[src/rtl/inv_shiftrows_serial_pkg.sv]
// Shared AES byte-serial definitions for the InvShiftRows stage.
//   AES_BLOCK_BYTES : bytes per cipher-state block
//   byte_idx_t      : index of a byte within a block (i = 4*col + row)
//   bank_st_e       : lifecycle of one ping-pong bank
//   inv_sr_src()    : output index -> source index for InvShiftRows
//   fwd_sr_src()    : output index -> source index for forward ShiftRows
package inv_shiftrows_serial_pkg;

  localparam int AES_BLOCK_BYTES = 16;

  typedef logic [3:0] byte_idx_t;

  typedef enum logic [1:0] {
    BANK_EMPTY    = 2'd0,
    BANK_FILLING  = 2'd1,
    BANK_FULL     = 2'd2,
    BANK_DRAINING = 2'd3
  } bank_st_e;

  // Output byte (r, c) takes input byte (r, (c - r) mod 4). The 2-bit column
  // subtraction wraps mod 4 on its own, giving the table
  // 0,13,10,7, 4,1,14,11, 8,5,2,15, 12,9,6,3.
  function automatic byte_idx_t inv_sr_src(input byte_idx_t idx);
    logic [1:0] row;
    logic [1:0] col;
    row = idx[1:0];
    col = idx[3:2];
    return {col - row, row};
  endfunction

  // Forward ShiftRows: output byte (r, c) takes input byte (r, (c + r) mod 4).
  function automatic byte_idx_t fwd_sr_src(input byte_idx_t idx);
    logic [1:0] row;
    logic [1:0] col;
    row = idx[1:0];
    col = idx[3:2];
    return {col + row, row};
  endfunction

endpackage

[src/rtl/inv_shiftrows_serial_if.sv]
// Byte-stream bundle for the InvShiftRows stage.
//   in_valid/in_ready/in_data          : upstream byte stream
//   out_valid/out_ready/out_data/out_last : downstream byte stream
// Handshake rule for both streams: a byte transfers on a rising clock edge
// where valid and ready are both high; a producer keeps valid (and data) up
// until that edge, and ready may change freely while valid is low.
// master = producer of in_* / consumer of out_*, slave = this stage.
interface inv_shiftrows_serial_if;
  logic       in_valid;
  logic       in_ready;
  logic [7:0] in_data;
  logic       out_valid;
  logic       out_ready;
  logic [7:0] out_data;
  logic       out_last;

  modport master (
    output in_valid, in_data, out_ready,
    input  in_ready, out_valid, out_data, out_last
  );

  modport slave (
    input  in_valid, in_data, out_ready,
    output in_ready, out_valid, out_data, out_last
  );
endinterface

[src/rtl/inv_sr_index.sv]
// Combinational InvShiftRows index map.
//   idx : output byte index (stream position)
//   src : input byte index that supplies it
module inv_sr_index
  import inv_shiftrows_serial_pkg::*;
(
  input  byte_idx_t idx,
  output byte_idx_t src
);
  assign src = inv_sr_src(idx);
endmodule

[src/rtl/inv_shiftrows_serial.sv]
// Byte-serial AES InvShiftRows stage with a two-bank ping-pong buffer.
//   clk, rst      : clock, asynchronous active-high reset
//   s (slave)     : in_* byte stream in, out_* byte stream out (out_last on
//                   byte 15 of each block)
//   dbg_bank0_st  : lifecycle state of bank 0
//   dbg_bank1_st  : lifecycle state of bank 1
// One bank fills in stream order while the other drains in permuted order,
// so one byte per cycle flows in each direction. Outputs depend on
// registers only; there is no in->out combinational path.
module inv_shiftrows_serial
  import inv_shiftrows_serial_pkg::*;
(
  input  logic                  clk,
  input  logic                  rst,
  inv_shiftrows_serial_if.slave s,
  output bank_st_e              dbg_bank0_st,
  output bank_st_e              dbg_bank1_st
);

  bank_st_e     st_q [2];
  bank_st_e     st_d [2];
  logic [1:0]   full;
  logic         wr_bank;
  logic         rd_bank;
  byte_idx_t    wr_cnt;
  byte_idx_t    rd_cnt;
  logic [127:0] bank_q [2];
  byte_idx_t    src_idx;

  logic         in_ready_w;
  logic         out_valid_w;
  logic         wr_fire;
  logic         rd_fire;
  logic         wr_end;
  logic         rd_end;

  function automatic bank_st_e bank_next(input bank_st_e cur,
                                         input logic     wr_hit,
                                         input logic     wr_last,
                                         input logic     rd_hit,
                                         input logic     rd_last);
    bank_st_e nxt;
    nxt = cur;
    case (cur)
      BANK_EMPTY:    if (wr_hit)            nxt = BANK_FILLING;
      BANK_FILLING:  if (wr_hit && wr_last) nxt = BANK_FULL;
      BANK_FULL:     if (rd_hit)            nxt = BANK_DRAINING;
      BANK_DRAINING: if (rd_hit && rd_last) nxt = BANK_EMPTY;
      default:                              nxt = BANK_EMPTY;
    endcase
    return nxt;
  endfunction

  inv_sr_index u_rd_index (
    .idx (rd_cnt),
    .src (src_idx)
  );

  assign wr_fire = s.in_valid & in_ready_w;
  assign rd_fire = out_valid_w & s.out_ready;
  assign wr_end  = (wr_cnt == byte_idx_t'(AES_BLOCK_BYTES - 1));
  assign rd_end  = (rd_cnt == byte_idx_t'(AES_BLOCK_BYTES - 1));

  // State register: bank FSMs plus the write/read pointers.
  always_ff @(posedge clk or posedge rst) begin
    if (rst) begin
      st_q[0] <= BANK_EMPTY;
      st_q[1] <= BANK_EMPTY;
      wr_bank <= 1'b0;
      rd_bank <= 1'b0;
      wr_cnt  <= '0;
      rd_cnt  <= '0;
    end else begin
      st_q[0] <= st_d[0];
      st_q[1] <= st_d[1];
      if (wr_fire) begin
        wr_cnt <= wr_cnt + 4'd1;
        if (wr_end) wr_bank <= ~wr_bank;
      end
      if (rd_fire) begin
        rd_cnt <= rd_cnt + 4'd1;
        if (rd_end) rd_bank <= ~rd_bank;
      end
    end
  end

  // Bank storage carries no reset: contents only matter once a bank is full.
  always_ff @(posedge clk) begin
    if (wr_fire) bank_q[wr_bank][{wr_cnt, 3'b000} +: 8] <= s.in_data;
  end

  // Next state: write and read never hit the same bank in one cycle, so each
  // bank sees at most one event and both updates apply independently.
  always_comb begin
    st_d[0] = bank_next(st_q[0], wr_fire && !wr_bank, wr_end,
                        rd_fire && !rd_bank, rd_end);
    st_d[1] = bank_next(st_q[1], wr_fire &&  wr_bank, wr_end,
                        rd_fire &&  rd_bank, rd_end);
  end

  // Outputs. in_ready is held low during reset so nothing is captured then.
  always_comb begin
    full[0]     = (st_q[0] == BANK_FULL) || (st_q[0] == BANK_DRAINING);
    full[1]     = (st_q[1] == BANK_FULL) || (st_q[1] == BANK_DRAINING);
    in_ready_w  = ~full[wr_bank] & ~rst;
    out_valid_w = full[rd_bank];
  end

  assign s.in_ready  = in_ready_w;
  assign s.out_valid = out_valid_w;
  assign s.out_data  = out_valid_w ? bank_q[rd_bank][{src_idx, 3'b000} +: 8] : 8'h00;
  assign s.out_last  = out_valid_w & rd_end;

  assign dbg_bank0_st = st_q[0];
  assign dbg_bank1_st = st_q[1];

endmodule
[src/flat_wrapper.sv]
// flat-port wrapper written by rule: the top's interface ports become plain ports
module inv_shiftrows_serial_flat import inv_shiftrows_serial_pkg::*;
  (clk, rst, dbg_bank0_st, dbg_bank1_st, s_in_valid, s_in_data, s_out_ready, s_in_ready, s_out_valid, s_out_data, s_out_last);
  inv_shiftrows_serial_if s_i ();
  input  logic clk;
  input  logic rst;
  output bank_st_e dbg_bank0_st;
  output bank_st_e dbg_bank1_st;
  input wire logic [$bits(s_i.in_valid)-1:0] s_in_valid;
  input wire logic [$bits(s_i.in_data)-1:0] s_in_data;
  input wire logic [$bits(s_i.out_ready)-1:0] s_out_ready;
  output wire logic [$bits(s_i.in_ready)-1:0] s_in_ready;
  output wire logic [$bits(s_i.out_valid)-1:0] s_out_valid;
  output wire logic [$bits(s_i.out_data)-1:0] s_out_data;
  output wire logic [$bits(s_i.out_last)-1:0] s_out_last;
  assign s_i.in_valid = s_in_valid;
  assign s_i.in_data = s_in_data;
  assign s_i.out_ready = s_out_ready;
  assign s_in_ready = s_i.in_ready;
  assign s_out_valid = s_i.out_valid;
  assign s_out_data = s_i.out_data;
  assign s_out_last = s_i.out_last;
  inv_shiftrows_serial u_core (.clk(clk), .rst(rst), .s(s_i), .dbg_bank0_st(dbg_bank0_st), .dbg_bank1_st(dbg_bank1_st));
endmodule
[config.mk]
export PLATFORM = sky130hd
export DESIGN_NAME = inv_shiftrows_serial_flat
export DESIGN_NICKNAME = d
export VERILOG_FILES = /design/src/rtl/inv_shiftrows_serial_pkg.sv /design/src/rtl/inv_shiftrows_serial_if.sv /design/src/rtl/inv_sr_index.sv /design/src/rtl/inv_shiftrows_serial.sv /design/src/flat_wrapper.sv
export SDC_FILE = /design/constraint.sdc
export NUM_CORES = 1
export LEC_CHECK = 0
export CORE_UTILIZATION = 65
export DETAILED_ROUTE_END_ITERATION = 12
export PLACE_DENSITY = 0.83
export SLEW_MARGIN = 20
export SYNTH_ARGS = -nofsm -noshare
export SYNTH_HDL_FRONTEND = slang
export SYNTH_SLANG_ARGS = --single-unit
[constraint.sdc]
create_clock -name clk -period 7.09 [get_ports clk]
set_input_delay 1.0635 -clock clk [delete_from_list [all_inputs] [get_ports clk]]
set_output_delay 1.0635 -clock clk [all_outputs]
set_load 0.03 [all_outputs]
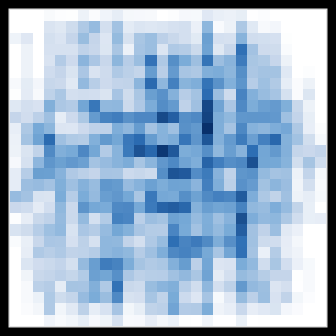
Figure 1: wire density map.
The die is cut into 28 by 28 equal tiles; white is low, dark blue is high, scaled to the fullest tile. Values are wire area over tile area, all layers added.
mean over tiles = 0.24
fullest tile = 0.74
densest ninth of the die = center
tiles over half the peak = 22%

==> out/metrics.json <==
{
  "run_status": "complete, no violations",
  "fin_worst_hold_slack_ns": 0.521,
  "post_synth_top_cells": "sky130_fd_sc_hd__edfxtp_1 (256), sky130_fd_sc_hd__and2_1 (114), sky130_fd_sc_hd__mux4_2 (48), sky130_fd_sc_hd__nor2_1 (28), sky130_fd_sc_hd__clkbuf_1 (23)",
  "detailed_place.area_um2": 12500,
  "pin_count_of_the_biggest_net_entering_global_routing": 51,
  "rr_endpoint": "u_core.bank_q[1][66]",
  "max-clock-path-buffers": 3,
  "critical_path.max_fanout": 50,
  "timing.max_slew.rel_slack": 0.306,
  "finish.instance_area_um2": 13300,
  "min_path_type": "reg -> reg",
  "layout-drive-gt1-share": 0.170,
  "initial_antenna_violation_count": 1,
  "netlist_area_um2": 12000,
  "gp_congestion": 0.858,
  "compound_area_frac": 0.0332,
  "drv_slew": 0,
  "xor_area_frac": 0.00938,
  "crit_end": "s_out_data[4]",
  "cp.arrival_ns": 3.99,
  "floorplanUtilization": 0.666,
  "insertion_delay_ns": 0.53,
  "setup.worst_path.start": "u_core.rd_bank",
  "setup_slack_ns": 2.03,
  "timing_hold_violations_final": 0,
  "die-height_um": 138,
  "area_fraction_in_and_or_nand_and_nor_cells_after_synthesis": 0.109,
  "wl_per_cell_um": 26.5,
  "place_worst_setup_slack_ns": 2.56,
  "fp-row-count": 49,
  "rsz_0062_raised_after_global_routing": "no",
  "chip_area_um2": 19000,
  "htree_levels": 1,
  "required_ns": 6.03,
  "edf_count": 256,
  "adder_share": 0.0146,
  "worstMarginPinSlew_ns": 1.03,
  "synth_top_area_share": 0.641,
  "fin_clk_skew_ns": 0.0104,
  "finalSetupTns_ns": 0,
  "die.size.x_um": 138,
  "critical_path.reg2reg.startpoint": "u_core.wr_cnt[0]",
  "number_of_filler_cells_placed_in_the_layout": 1047,
  "cp-end-kind": "output pin",
  "maxCapViolCount": 0,
  "cts.reportedPaths.clkPinSlew_ns": 0.06,
  "worstSetupStartpointType": "register",
  "floorplan.nets": 777,
  "min_clock_period_post_route_ns": 5.06,
  "log.warning_count": 35,
  "power.static_leakage_nw": 4.62,
  "pwr_density_cell_nw_per_um2": 420,
  "clock_tree_from_tritoncts": "done",
  "yosys-stat-area_um2": 12000,
  "first_iter_violations": 793,
  "post-cts-setup-buffer-count": 0,
  "coreArea_um2": 18000,
  "viasPerCell": 6.80,
  "yosysWarningCount": 0,
  "vdd.ir_drop.worst_v": 0.000473,
  "yosysSeqAreaShare": 0.670,
  "drtAntennaViolNets": 0,
  "antennaDiodeCount": 0,
  "area.growth.synth_to_final_pct": 10.9,
  "number_of_clock_buffers_inserted_by_tritoncts": 26,
  "timing.fmax_mhz": 198,
  "dr.pass1.iters": 5,
  "dp_cells": 974,
  "syn_avg_cell_area_um2": 16.0,
  "period_utilization": 0.713,
  "count_of_buffers_inserted_at_the_top_level_ports": 26,
  "synth_async_sr_flop_share": 0.0519,
  "final_common_cell": "sky130_fd_sc_hd__edfxtp_1",
  "synthCells": 751,
  "synthTopLogicFamily": "multiplexers",
  "grt_residual_overflow": 0,
  "yosysCellCount": 751,
  "clockRootBuffer": "sky130_fd_sc_hd__clkbuf_16",
  "synth_cell_type_count": 45,
  "combined_global_route_utilization_of_all_metal_layers": 0.299,
  "post_layout_nonfiller_instances": 1021,
  "number_of_global_route_vias_before_repair": 7001,
  "timing_worst_setup_path_type": "reg -> out",
  "detailedPlacementHpwl_um": 17200,
  "synth_flops": 270,
  "drc": 0,
  "setup_violations": 0,
  "number_of_cells_traversed_by_the_worst_hold_path": 1,
  "wire_length_of_the_first_global_routing_pass_um": 40500,
  "num_io_pins": 27,
  "synthMostInstantiatedCell": "sky130_fd_sc_hd__edfxtp_1",
  "reg2reg_setup_slack_ns": 3.47,
  "rr_worst_depth": 7,
  "clock-sinks": 270,
  "design.final.nets": 799,
  "synth.largest_area_cell": "sky130_fd_sc_hd__edfxtp_1",
  "min-delay-start": "u_core.rd_cnt[2]",
  "most_used_dff_post_synth": "sky130_fd_sc_hd__edfxtp_1",
  "layout_top_cells": "sky130_fd_sc_hd__edfxtp_1 (256), sky130_fd_sc_hd__and2_1 (114), sky130_fd_sc_hd__mux4_2 (48), sky130_fd_sc_hd__nor2_1 (28), sky130_fd_sc_hd__clkbuf_16 (27)",
  "min_to": "u_core.rd_cnt[2]",
  "post_synth_main_area_contributors": "sky130_fd_sc_hd__edfxtp_1 (64%), sky130_fd_sc_hd__mux4_2 (9.0%), sky130_fd_sc_hd__and2_1 (5.9%), sky130_fd_sc_hd__dfrtp_1 (2.9%), sky130_fd_sc_hd__mux2_1 (1.8%)",
  "muxShareOfSynthArea": 0.144,
  "cts.repair.resized": 0,
  "post_cts_hold_buffer_count": 0
}
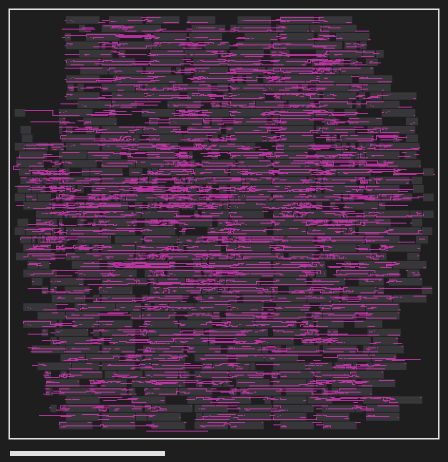
Figure 2: met1 routing.
Bar = 50 um.
share of all routed wire = 37%
wire length on this layer = 9940 um
main direction = horizontal
longest straight run = 53.4 um
met1 layer usage reported by global route: 0.403
Detailed Route WL: 27000 um
via count of the routed design: 6938

flip-flops by register name, indices dropped and copies added (netlist names):
| name | cells |
|---|---|
| u_core.wr_bank | 1 |
| u_core.dbg_bank1_st | 2 |
| u_core.bank_q | 256 |
| u_core.rd_cnt | 4 |
| u_core.rd_bank | 1 |
| u_core.wr_cnt | 4 |
| u_core.dbg_bank0_st | 2 |
layer usage:
metal	share of wire	up-vias	GRT usage
met5	0	-	0
met4	0.029	0	0.0930
met3	0.10	76	0.0556
met2	0.50	451	0.498
met1	0.37	3477	0.403
li1	-	2934	-
final cells by class:
cell class / count / area [um2] / area share
clock inverters: 15 / 125 / 0.00940
clock buffers: 32 / 694 / 0.0522
inverters: 10 / 37.5 / 0.00282
flip-flops and latches: 270 / 8040 / 0.604
repair buffers: 40 / 365 / 0.0275
multi-input cells: 425 / 3760 / 0.282
well taps: 229 / 287 / 0.0215
metrics by stage:
stage	util	power, mW
floorplan	-	3.54
CTS	0.738	5.57
detailed placement	0.693	4.25
global route	0.738	5.78
finish	0.738	5.59
global placement	0.690	4.15
where the power goes:
group / internal, mW / switching, mW
clock network: 0.766 / 0.563
registers: 1.87 / 0.166
logic: 0.884 / 1.34
total: 3.52 / 2.07
worst max-delay path, stage by stage (launching register included):
cell and delay, ns:
sky130_fd_sc_hd__dfrtp_4 1.08, sky130_fd_sc_hd__buf_4 0.60, sky130_fd_sc_hd__mux4_2 0.58, sky130_fd_sc_hd__mux2_2 0.30, sky130_fd_sc_hd__o21ai_1 0.13, sky130_fd_sc_hd__a21oi_1 0.11
sky130_fd_sc_hd__clkdlybuf4s50_1 0.64
Power and IR drop assume default switching activity.
